$ cat src/rtl/alu16_cmd_driver.sv
// alu16_cmd_driver: FIFO-buffered valid/ready command driver for a combinational ALU.
// Optional macro ALU_DRV_OP_CHECK_EN adds rsp_err and rejects unimplemented opcode 3'b010.
module alu16_cmd_driver #(
  parameter int WIDTH         = 16,
  parameter int OP_W          = 3,
  parameter int FIFO_DEPTH    = 4,
  parameter int SETTLE_CYCLES = 1
) (
  input  logic                        clk,
  input  logic                        reset,
  input  logic                        cmd_valid,
  output logic                        cmd_ready,
  input  logic [WIDTH-1:0]            cmd_a,
  input  logic [WIDTH-1:0]            cmd_b,
  input  logic [OP_W-1:0]             cmd_op,
  output logic [WIDTH-1:0]            alu_a,
  output logic [WIDTH-1:0]            alu_b,
  output logic [OP_W-1:0]             alu_op,
  input  logic [WIDTH-1:0]            alu_sum,
  output logic                        rsp_valid,
  input  logic                        rsp_ready,
  output logic [WIDTH-1:0]            rsp_sum,
  output logic [OP_W-1:0]             rsp_op,
`ifdef ALU_DRV_OP_CHECK_EN
  output logic                        rsp_err,
`endif
  output logic                        busy,
  output logic [$clog2(FIFO_DEPTH):0] fifo_count
);

  localparam int PW = $clog2(FIFO_DEPTH);
  localparam int CW = PW + 1;
  localparam int EW = 2 * WIDTH + OP_W;
  localparam int SW = (SETTLE_CYCLES < 2) ? 1 : $clog2(SETTLE_CYCLES + 1);

  typedef enum logic [1:0] {
    IDLE,
    SETTLE,
    RESP
  } state_e;

  state_e            state_q, state_d;
  logic [EW-1:0]     mem_q [FIFO_DEPTH];
  logic [EW-1:0]     mem_d [FIFO_DEPTH];
  logic [PW-1:0]     wr_ptr_q, wr_ptr_d;
  logic [PW-1:0]     rd_ptr_q, rd_ptr_d;
  logic [CW-1:0]     count_q, count_d;
  logic [WIDTH-1:0]  alu_a_q, alu_a_d;
  logic [WIDTH-1:0]  alu_b_q, alu_b_d;
  logic [OP_W-1:0]   alu_op_q, alu_op_d;
  logic [SW-1:0]     settle_q, settle_d;
  logic              rsp_valid_q, rsp_valid_d;
  logic [WIDTH-1:0]  rsp_sum_q, rsp_sum_d;
  logic [OP_W-1:0]   rsp_op_q, rsp_op_d;
`ifdef ALU_DRV_OP_CHECK_EN
  logic              rsp_err_q, rsp_err_d;
`endif

  logic              fifo_empty;
  logic              push;
  logic              pop;
  logic              hs;
  logic              bad_op;
  logic [EW-1:0]     head;
  logic [WIDTH-1:0]  head_a;
  logic [WIDTH-1:0]  head_b;
  logic [OP_W-1:0]   head_op;

  assign fifo_empty = (count_q == '0);
  assign cmd_ready  = (count_q != CW'(FIFO_DEPTH));
  assign push       = cmd_valid & cmd_ready;
  assign hs         = rsp_valid_q & rsp_ready;
  assign pop        = ~fifo_empty &
                      ((state_q == IDLE) | ((state_q == RESP) & hs));
  assign head       = mem_q[rd_ptr_q];
  assign head_a     = head[EW-1 -: WIDTH];
  assign head_b     = head[EW-WIDTH-1 -: WIDTH];
  assign head_op    = head[OP_W-1:0];

`ifdef ALU_DRV_OP_CHECK_EN
  assign bad_op     = (head_op == OP_W'(2));
`else
  assign bad_op     = 1'b0;
`endif

  // command FIFO: storage, pointers and occupancy
  always_comb begin
    mem_d    = mem_q;
    wr_ptr_d = wr_ptr_q;
    rd_ptr_d = rd_ptr_q;
    if (push) begin
      mem_d[wr_ptr_q] = {cmd_a, cmd_b, cmd_op};
      wr_ptr_d        = wr_ptr_q + PW'(1);
    end
    if (pop) begin
      rd_ptr_d = rd_ptr_q + PW'(1);
    end
    count_d = count_q + CW'(push) - CW'(pop);
  end

  // FSM next state: a rejected opcode skips SETTLE entirely
  always_comb begin
    state_d = state_q;
    unique case (state_q)
      IDLE: begin
        if (pop) state_d = bad_op ? RESP : SETTLE;
      end
      SETTLE: begin
        if (settle_q == SW'(1)) state_d = RESP;
      end
      RESP: begin
        if (hs) begin
          if (pop) state_d = bad_op ? RESP : SETTLE;
          else     state_d = IDLE;
        end
      end
      default: state_d = IDLE;
    endcase
  end

  // FSM outputs: ALU operand launch, settle timer, response capture
  always_comb begin
    alu_a_d     = alu_a_q;
    alu_b_d     = alu_b_q;
    alu_op_d    = alu_op_q;
    settle_d    = settle_q;
    rsp_valid_d = rsp_valid_q;
    rsp_sum_d   = rsp_sum_q;
    rsp_op_d    = rsp_op_q;
`ifdef ALU_DRV_OP_CHECK_EN
    rsp_err_d   = rsp_err_q;
`endif
    if (state_q == SETTLE) begin
      settle_d = settle_q - SW'(1);
      if (settle_q == SW'(1)) begin
        rsp_valid_d = 1'b1;
        rsp_sum_d   = alu_sum;
        rsp_op_d    = alu_op_q;
`ifdef ALU_DRV_OP_CHECK_EN
        rsp_err_d   = 1'b0;
`endif
      end
    end
    if (hs) begin
      rsp_valid_d = 1'b0;
    end
    if (pop) begin
      if (bad_op) begin
        rsp_valid_d = 1'b1;
        rsp_sum_d   = '0;
        rsp_op_d    = head_op;
`ifdef ALU_DRV_OP_CHECK_EN
        rsp_err_d   = 1'b1;
`endif
      end else begin
        alu_a_d  = head_a;
        alu_b_d  = head_b;
        alu_op_d = head_op;
        settle_d = SW'(SETTLE_CYCLES);
      end
    end
  end

  // FIFO storage needs no reset: entries are only read after being written
  always_ff @(posedge clk) begin
    mem_q <= mem_d;
  end

  // state register with synchronous reset
  always_ff @(posedge clk) begin
    if (reset) begin
      state_q     <= IDLE;
      wr_ptr_q    <= '0;
      rd_ptr_q    <= '0;
      count_q     <= '0;
      alu_a_q     <= '0;
      alu_b_q     <= '0;
      alu_op_q    <= '0;
      settle_q    <= '0;
      rsp_valid_q <= 1'b0;
      rsp_sum_q   <= '0;
      rsp_op_q    <= '0;
`ifdef ALU_DRV_OP_CHECK_EN
      rsp_err_q   <= 1'b0;
`endif
    end else begin
      state_q     <= state_d;
      wr_ptr_q    <= wr_ptr_d;
      rd_ptr_q    <= rd_ptr_d;
      count_q     <= count_d;
      alu_a_q     <= alu_a_d;
      alu_b_q     <= alu_b_d;
      alu_op_q    <= alu_op_d;
      settle_q    <= settle_d;
      rsp_valid_q <= rsp_valid_d;
      rsp_sum_q   <= rsp_sum_d;
      rsp_op_q    <= rsp_op_d;
`ifdef ALU_DRV_OP_CHECK_EN
      rsp_err_q   <= rsp_err_d;
`endif
    end
  end

  assign alu_a      = alu_a_q;
  assign alu_b      = alu_b_q;
  assign alu_op     = alu_op_q;
  assign rsp_valid  = rsp_valid_q;
  assign rsp_sum    = rsp_sum_q;
  assign rsp_op     = rsp_op_q;
`ifdef ALU_DRV_OP_CHECK_EN
  assign rsp_err    = rsp_err_q;
`endif
  assign busy       = (state_q != IDLE) | ~fifo_empty;
  assign fifo_count = count_q;

endmodule

$ cat config.mk
export PLATFORM = sky130hd
export DESIGN_NAME = alu16_cmd_driver
export DESIGN_NICKNAME = d
export VERILOG_FILES = /design/src/rtl/alu16_cmd_driver.sv
export SDC_FILE = /design/constraint.sdc
export NUM_CORES = 1
export LEC_CHECK = 0
export CORE_MARGIN = 2
export CORE_UTILIZATION = 60
export CTS_BUF_LIST = sky130_fd_sc_hd__clkbuf_8 sky130_fd_sc_hd__clkbuf_16
export DETAILED_ROUTE_END_ITERATION = 8
export DONT_BUFFER_PORTS = 1
export GPL_ROUTABILITY_DRIVEN = 1
export PLACE_DENSITY_LB_ADDON = 0.2
export SYNTH_ARGS = -nofsm -noshare
export SYNTH_HDL_FRONTEND = slang
export SYNTH_SLANG_ARGS = --single-unit
$ cat constraint.sdc
create_clock -name clk -period 4.6 [get_ports clk]
set_input_delay 0.46 -clock clk [delete_from_list [all_inputs] [get_ports clk]]
set_output_delay 0.46 -clock clk [all_outputs]
set_load 0.01 [all_outputs]
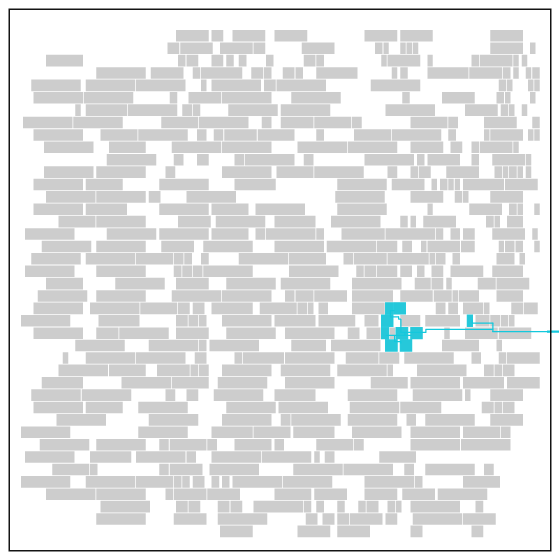
port_nets.png
`cmd_valid` -> cyan  # bits 1, direction input, end cells 9, buffers 0, wire 57.5 µm

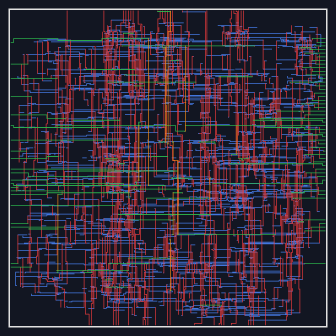
metal_stack.png
met2 -> red  # wire length 7530 µm
met1 -> blue  # wire length 6110 µm
met4 -> orange  # wire length 317 µm
met3 -> green  # wire length 1500 µm

==> metrics.csv <==
stage,metric,value,unit
synth,edf_count,140,
global_route,grt.busiest_layer,met2,
setup_path,r2r_slack,1.67,ns
timing,period_used_share,0.6376,
synth,netlist_instances,499,
floorplanning,num_tap_cells,172,
floorplanning,row_count,41,
setup_path,cp.buffers_inverters,3,
power,power.density,640.0,nW/µm²
timing,clock_skew,0.01708,ns
routing,drt-initial-drc-count,332,
finish,nFillCells,891,
synth,ys_sh_aoi,0.07724,
synth,top_area_frac,0.5340,
finish,comb_share,0.2441,
power,pwr-share-comb,0.216,
setup_path,max_stage_delay,0.80,ns
finish,drive_gt1_frac,0.1710,
finish,seq_area_frac,0.6449,
synth,area_leaders,"edfxtp_1 (53%), dfxtp_1 (17%), mux4_2 (9.7%), a21oi_1 (3.6%), o31ai_1 (3.3%)",
synth,most_common_cell,edfxtp_1,
timing,rsz0062_at_grt,no,
clocking,numCtsBuffers,21,
setup_path,r2r_cells,11,
synth,simple_gate_area_frac,0.06850,
finish,comb_cells,245,
finish,largest_register_ffs,140,
power,power_frac_clock,0.302,
power,peakVddDrop,0.3413,mV
floorplanning,floorplan.core_util,0.6188,
finish,largest_cell_class,flip-flops and latches,
timing,setup_viol,0,
global_route,grt_overflow,0,
outcome,outcome,completed,
setup_path,cp_data_required_time,5.00,ns
finish,logic_area,2085,µm²
power,p_int,3.789,mW
power,swShare,0.3069,
synth,avgSynthCellArea,15.78,µm²
finish,lay_top_count,edfxtp_1,
synth,common_cells,"edfxtp_1 (140), dfxtp_1 (65), a21oi_1 (56)",
setup_path,r2r-start,rsp_valid$_SDFFE_PP0P_,
timing,drv_slew,0,
setup_path,path_class,reg -> reg,
finish,inverters,6,
finish,ff_count,205,
timing,timing.slew.headroom,0.2181,
timing,fin_ws,1.667,ns
routing,top_layer,met4,
synth,mux_area_frac,0.1049,
placement,gp_congestion,0.6990,
synth,ys_area,7873,µm²
synth,synthArstFlopShare,0,
placement,pre_cts_ws,1.720,ns
routing,wire_per_inst,23.09,µm
job,cap_violations,0,
finish,nets,545,
setup_path,rr_endpoint,fifo_count[2]$_SDFF_PP0_,
worst_hold_path,min_path_type,in -> reg,
routing,num_vias,4294,
clocking,cts_hold_buf,0,
clocking,clockBufferDepth,3,
routing,met1Wirelength,6.109,mm
global_route,met3_usage,0.07336,
finish,utilization,0.6713,
worst_hold_path,whs_path_depth,1,
setup_path,worstSetupStartpoint,rsp_valid$_SDFFE_PP0P_,
finish,top_register,mem_q,
clocking,cts.clk_slew.worst_paths,0.06,ns
global_route,grt_pass1_wl,24.48,mm
placement,placed_cells,632,
clocking,htree_levels,1,
synth,synth_nets,561,
synth,syn_area,7873,µm²
power,finalPower,5.466,mW
floorplanning,die_h,118.5,µm
clocking,cts_root_buf,clkbuf_16,
power,power_leakage,2.817,nW
clocking,clock_latency,0.48,ns
job,openroad.warnings,29,
global_route,grt_usage,0.2236,
finish,antennaDiodeCount,0,
synth,synthXorXnorAreaFrac,0.001113,
routing,vias_per_cell,6.419,
routing,wl_met3,1.497,mm
timing,finalCriticalPeriod,2.933,ns
power,p_sw,1.677,mW
timing,hold_ws,0.04703,ns
floorplanning,io-pin-count,115,
routing,wl_met2,7.526,mm
finish,regArea,5508,µm²
synth,yosysCellCount,499,
global_route,grt_pass1_vias,4556,
placement,dp_hpwl,8.471,mm
synth,largest_area_cell,edfxtp_1,
routing,ant_nets,0,
finish,nClkBuffers,22,
power,p_clk,1.65,mW
setup_path,startpoint_type,register,
timing,hold_viol,0,
synth,ff_type,edfxtp_1,
finish,buffer_area_frac,0.003516,
floorplanning,die_x,118.5,µm
global_route,grt_max_degree,68,
power,power_combinational,1.18,mW
setup_path,crit_cells,11,
setup_path,path_cells,a21bo_2 > nand3_2 > inv_2 > ha_1 > inv_1 > ha_1 > inv_1 > fa_1 > xor2_1 > and2_1 > nor3_1,
Power figures rest on the tool's default switching activity, not on a simulated workload.
